$ cat src/rtl/pipe_adder_pkg.sv
// Shared constants, op encoding and saturation helper for the pipelined adder.
package pipe_adder_pkg;

   localparam int unsigned DefWidth  = 32;
   localparam int unsigned DefStages = 4;
   localparam int unsigned MaxWidth  = 256;

   typedef enum logic {
      OpAdd = 1'b0,
      OpSub = 1'b1
   } op_e;

   // Two's-complement limit for a width-bit result: 0x80..0 when neg, else 0x7F..F.
   function automatic logic [MaxWidth-1:0] sat_limit(input int unsigned width, input logic neg);
      logic [MaxWidth-1:0] v;
      v = '0;
      for (int unsigned i = 0; i < MaxWidth; i++) begin
         if (i + 1 < width) begin
            v[i] = ~neg;
         end else if (i + 1 == width) begin
            v[i] = neg;
         end
      end
      return v;
   endfunction

endpackage

$ cat src/rtl/adder_slice.sv
// CH-bit ripple slice: sum, carry out, and the carry entering the slice MSB.
module adder_slice #(
   parameter int unsigned CH = 8
) (
   input  logic [CH-1:0] a,
   input  logic [CH-1:0] b,
   input  logic          ci,
   output logic [CH-1:0] s,
   output logic          co,
   output logic          c_msb
);

   logic [CH:0] c;

   always_comb begin
      c[0] = ci;
      for (int unsigned i = 0; i < CH; i++) begin
         s[i]   = a[i] ^ b[i] ^ c[i];
         c[i+1] = (a[i] & b[i]) | (c[i] & (a[i] ^ b[i]));
      end
   end

   assign co    = c[CH];
   assign c_msb = c[CH-1];

endmodule

$ cat src/rtl/pipe_adder.sv
// Pipelined add/subtract, one CH-bit slice per stage, valid/ready with global stall.
// Optional macro PIPE_ADDER_SAT_EN saturates sum on signed overflow.
module pipe_adder
   import pipe_adder_pkg::*;
#(
   parameter int unsigned WIDTH  = DefWidth,
   parameter int unsigned STAGES = DefStages
) (
   input  logic             clk,
   input  logic             rst,
   input  logic             in_valid,
   output logic             in_ready,
   input  logic [WIDTH-1:0] a,
   input  logic [WIDTH-1:0] b,
   input  logic             cin,
   input  logic             sub,
   output logic             out_valid,
   input  logic             out_ready,
   output logic [WIDTH-1:0] sum,
   output logic             cout,
   output logic             ovf
);

   localparam int unsigned CH   = WIDTH / STAGES;
   localparam int unsigned Last = STAGES - 1;

   logic             adv;
   logic             vld_q  [STAGES];
   logic             sub_q  [STAGES];
   logic             c_q    [STAGES];
   logic [WIDTH-1:0] a_q    [STAGES];
   logic [WIDTH-1:0] b_q    [STAGES];
   logic [WIDTH-1:0] psum_q [STAGES];
   logic [WIDTH-1:0] psum_d [STAGES];

   logic [CH-1:0]    slice_s    [STAGES];
   logic             slice_co   [STAGES];
   logic             slice_cmsb [STAGES];

   logic [WIDTH-1:0] res_wrap;
   logic [WIDTH-1:0] res;
   logic             res_ovf;

   assign adv      = !out_valid || out_ready;
   assign in_ready = adv || rst;

   // Stage k adds its own slice of the operands held in stage register k.
   for (genvar k = 0; k < STAGES; k++) begin : g_stage
      adder_slice #(
         .CH(CH)
      ) u_slice (
         .a    (a_q[k][k*CH +: CH]),
         .b    (b_q[k][k*CH +: CH]),
         .ci   (c_q[k]),
         .s    (slice_s[k]),
         .co   (slice_co[k]),
         .c_msb(slice_cmsb[k])
      );
   end

   always_comb begin
      for (int k = 0; k < STAGES; k++) begin
         psum_d[k] = '0;
      end
      for (int k = 1; k < STAGES; k++) begin
         psum_d[k] = psum_q[k-1];
         psum_d[k][(k-1)*CH +: CH] = slice_s[k-1];
      end
   end

   always_comb begin
      res_wrap = psum_q[Last];
      res_wrap[Last*CH +: CH] = slice_s[Last];
      res_ovf = slice_cmsb[Last] ^ slice_co[Last];
   end

`ifdef PIPE_ADDER_SAT_EN
   logic [MaxWidth-1:0] sat_full;

   // On overflow the carry out gives the direction: set means negative overflow.
   always_comb begin
      sat_full = sat_limit(WIDTH, slice_co[Last]);
      res      = res_ovf ? sat_full[WIDTH-1:0] : res_wrap;
   end
`else
   assign res = res_wrap;
`endif

   always_ff @(posedge clk) begin
      if (rst) begin
         for (int k = 0; k < STAGES; k++) begin
            vld_q[k] <= 1'b0;
         end
         out_valid <= 1'b0;
         sum       <= '0;
         cout      <= 1'b0;
         ovf       <= 1'b0;
      end else if (adv) begin
         // Subtract is folded in here as a + ~b + 1.
         vld_q[0] <= in_valid;
         a_q[0]   <= a;
         b_q[0]   <= (sub == OpSub) ? ~b : b;
         c_q[0]   <= (sub == OpSub) ? 1'b1 : cin;
         sub_q[0] <= sub;
         for (int k = 1; k < STAGES; k++) begin
            vld_q[k] <= vld_q[k-1];
            a_q[k]   <= a_q[k-1];
            b_q[k]   <= b_q[k-1];
            c_q[k]   <= slice_co[k-1];
            sub_q[k] <= sub_q[k-1];
         end
         for (int k = 0; k < STAGES; k++) begin
            psum_q[k] <= psum_d[k];
         end
         out_valid <= vld_q[Last];
         sum       <= res;
         cout      <= slice_co[Last];
         ovf       <= res_ovf;
      end
   end

endmodule

$ cat config.mk
export PLATFORM = sky130hd
export DESIGN_NAME = pipe_adder
export DESIGN_NICKNAME = d
export VERILOG_FILES = /design/src/rtl/pipe_adder_pkg.sv /design/src/rtl/adder_slice.sv /design/src/rtl/pipe_adder.sv
export SDC_FILE = /design/constraint.sdc
export NUM_CORES = 1
export LEC_CHECK = 0
export CORE_UTILIZATION = 35
export DETAILED_ROUTE_END_ITERATION = 12
export DONT_BUFFER_PORTS = 1
export GPL_TIMING_DRIVEN = 0
export PLACE_DENSITY = 0.55
export REMOVE_ABC_BUFFERS = 1
export SKIP_CTS_REPAIR_TIMING = 1
export SYNTH_ARGS = -nofsm -noshare
export SYNTH_HDL_FRONTEND = slang
export SYNTH_SLANG_ARGS = --single-unit
export TNS_END_PERCENT = 20
$ cat constraint.sdc
create_clock -name clk -period 14 [get_ports clk]
set_clock_uncertainty 0.15 [all_clocks]
set_input_delay 2.8 -clock clk [delete_from_list [all_inputs] [get_ports clk]]
set_output_delay 2.8 -clock clk [all_outputs]
set_load 0.05 [all_outputs]
Fig. 1: wiring by layer
Scale bar: 50 um.
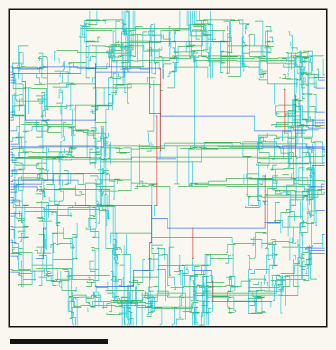
metal 2: in cyan, wire length 6110 um. metal 4: in red, wire length 335 um. metal 3: in blue, wire length 975 um. metal 1: in green, wire length 5340 um.
drt wl/cell: 15.1 um
Detailed Route WL: 12800 um
overall routing resource usage: 10.1%
Vias: 3674

Fig. 2: gate-type map
Scale bar: 50 um.
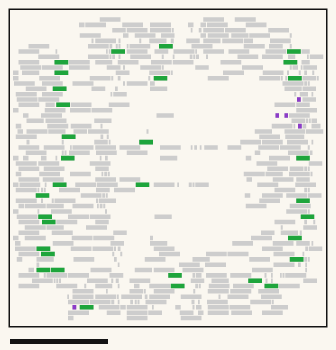
AND and OR gates: in purple, cells 5, most used and2_1. adder and majority cells: in green, cells 32, most used fa_1, where spread over the die.
final non-filler cell total: 844
Comb area share: 14.2%
most instantiated logic cell after routing: edfxtp_1

==> impl_metrics.py <==
# Physical implementation metrics
metrics = {
    "run_status": {
        "status": "finished, final reports clean",
    },
    "pwr": {
        "power_frac_comb_pct": 3.9,
        "p_sw_share_pct": 21.5,
        "powerDensity_mw_per_mm2": 164,
        "p_leak_uw": 0.00369,
        "ir_drop_mv": 0.110,
        "p_int_uw": 1320,
        "p_sw_uw": 360,
        "seqPwrFrac_pct": 56.1,
        "total_power_uw": 1680,
        "clkPwrFrac_pct": 40.0,
    },
    "clocking": {
        "clk-insertion-delay-late_ns": 0.51,
        "clock_path_buffers": 3,
        "cts_root_buf": "clkbuf_16",
        "cts_tree": "done",
        "cts_buffers": 27,
    },
    "synthesis": {
        "ys_cells": 479,
        "yosysChipArea_mm2": 0.00888,
        "area_leaders": "edfxtp_1, dfxtp_1, fa_1",
        "synth_cell_types": 19,
        "avgSynthCellArea_um2": 18.5,
        "synth_top_area_share_pct": 73.1,
        "yosysSeqAreaShare_pct": 80.9,
        "netlist_instances": 479,
        "synth_area_mm2": 0.00888,
        "numSynthFlops": 251,
        "yosys_warnings": 0,
    },
    "placement": {
        "dpl.hpwl_um": 7940,
        "io_buffers": 0,
        "pre_cts_slack_ns": 7.17,
        "dp_cells": 795,
        "post_dp_cell_area_mm2": 0.00934,
        "place_congestion": 0.650,
    },
    "finish": {
        "logic_area_mm2": 0.00145,
        "final_net_count": 602,
        "drive_gt1_share_pct": 10.2,
        "diodes": 0,
        "fillers": 2211,
        "layout_top_cells": "edfxtp_1, nand2_1, inv_1, dfxtp_1",
    },
    "sta": {
        "layout_setup_ws_ns": 7.20,
        "period_used_pct": 48.6,
        "rsz0062_at_grt": "false",
        "fmax_ghz": 0.147,
        "finalHoldViolations": 0,
        "setup_viol": 0,
        "finalCriticalPeriod_ns": 6.80,
        "hold_ws_ns": 0.259,
        "slew_headroom_pct": 43.4,
        "tns_ns": 0,
        "worst_slew_pin_slew_ns": 0.847,
    },
    "min_path": {
        "min_path_type": "flip-flop to flip-flop",
        "hold_start": "b_q[1][25]$_DFFE_PP_",
        "hold_path_depth": 0,
    },
    "die": {
        "die_h_um": 161,
        "fp_util_pct": 36.1,
        "ioPinCount": 106,
        "dieArea_mm2": 0.0260,
    },
    "setup_path": {
        "crit_path_start_kind": "input port",
        "cp-startpoint": "out_ready",
        "r2r_end": "sum[31]$_SDFFE_PP0P_",
        "critical_path_class": "input port to primary output",
        "endpoint_kind": "primary output",
        "rrSetupSlack_ns": 9.58,
        "cp_max_fo": 23,
    },
    "routing": {
        "routed.top_layer": "met4",
        "route.met3.wl_um": 974,
        "via_per_inst": 4.35,
        "met1_length_um": 5340,
        "post-route-drc-count": 0,
        "drt-initial-drc-count": 167,
        "ant_nets": 0,
        "drtPass1Iterations": 4,
    },
    "global_route": {
        "antenna_found_initial": 0,
        "grt_max_degree": 38,
    },
    "flow_run": {
        "warnings": 25,
    },
}
Fig. 3: track usage over the die
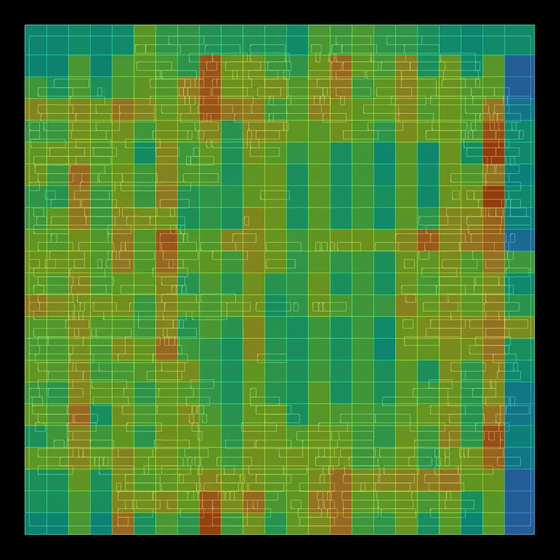
GR Util met2: 16.8%
final core occ: 41.4%
M3 GR Usage: 3.47%

critical path, stage by stage:
cell	delay, ns
nor2b_4	0.39
buf_16	0.23
nand2b_1	0.43
per-layer routing:
layer | up-vias | global-route usage [%]
met5 | - | 0
met4 | 0 | 3.73
met3 | 33 | 3.47
met2 | 104 | 16.8
met1 | 1826 | 12.2
li1 | 1711 | -
registers in the layout, indices dropped and copies added (netlist names):
register   cells
a_q           80
b_q           80
c_q            4
cout           1
out_valid      1
ovf            1
psum_q        48
sum           32
vld_q          4
area by class of cell:
| type | count | share of cell area [%] |
|---|---|---|
| Clock inverter | 11 | 1.07 |
| Sequential cell | 251 | 70.5 |
| Tap cell | 324 | 3.98 |
| Inverter | 37 | 1.36 |
| Clock buffer | 38 | 7.23 |
| Multi-Input combinational cell | 175 | 14.2 |
| Timing Repair Buffer | 8 | 1.65 |
logic make-up after synthesis:
logic type,synth area share [%]
DFF,80.9
and+or+nand+nor,3.47
buffers and inverters,2.95
AOI/OAI and AO/OA,2.17
xor gates and xnor gates,3.26
adders and majority gates,7.22
cells in the mapped netlist:
library cell	instances
nand2_1	62
nand2b_1	2
a211oi_2	3
buf_4	6
xnor2_1	1
nor2_1	5
nor2_2	1
and2_1	4
clkbuf_1	3
dfxtp_1	35
nor2b_1	1
edfxtp_1	216
or2_2	1
inv_1	37
a21oi_1	31
xor2_1	32
fa_1	32
buf_2	2
buf_6	5
power by group through the flow:
stage,Sequential [uW],Combinational [uW],Clock (uW)
6_report,940,64.8,670
5_1_grt,947,76.7,727
4_1_cts,942,67.5,696
3_5_place_dp,958,67.1,0
3_3_place_gp,965,59.5,0
2_1_floorplan,955,47.3,0
Power figures rest on the tool's default switching activity, not on a simulated workload.
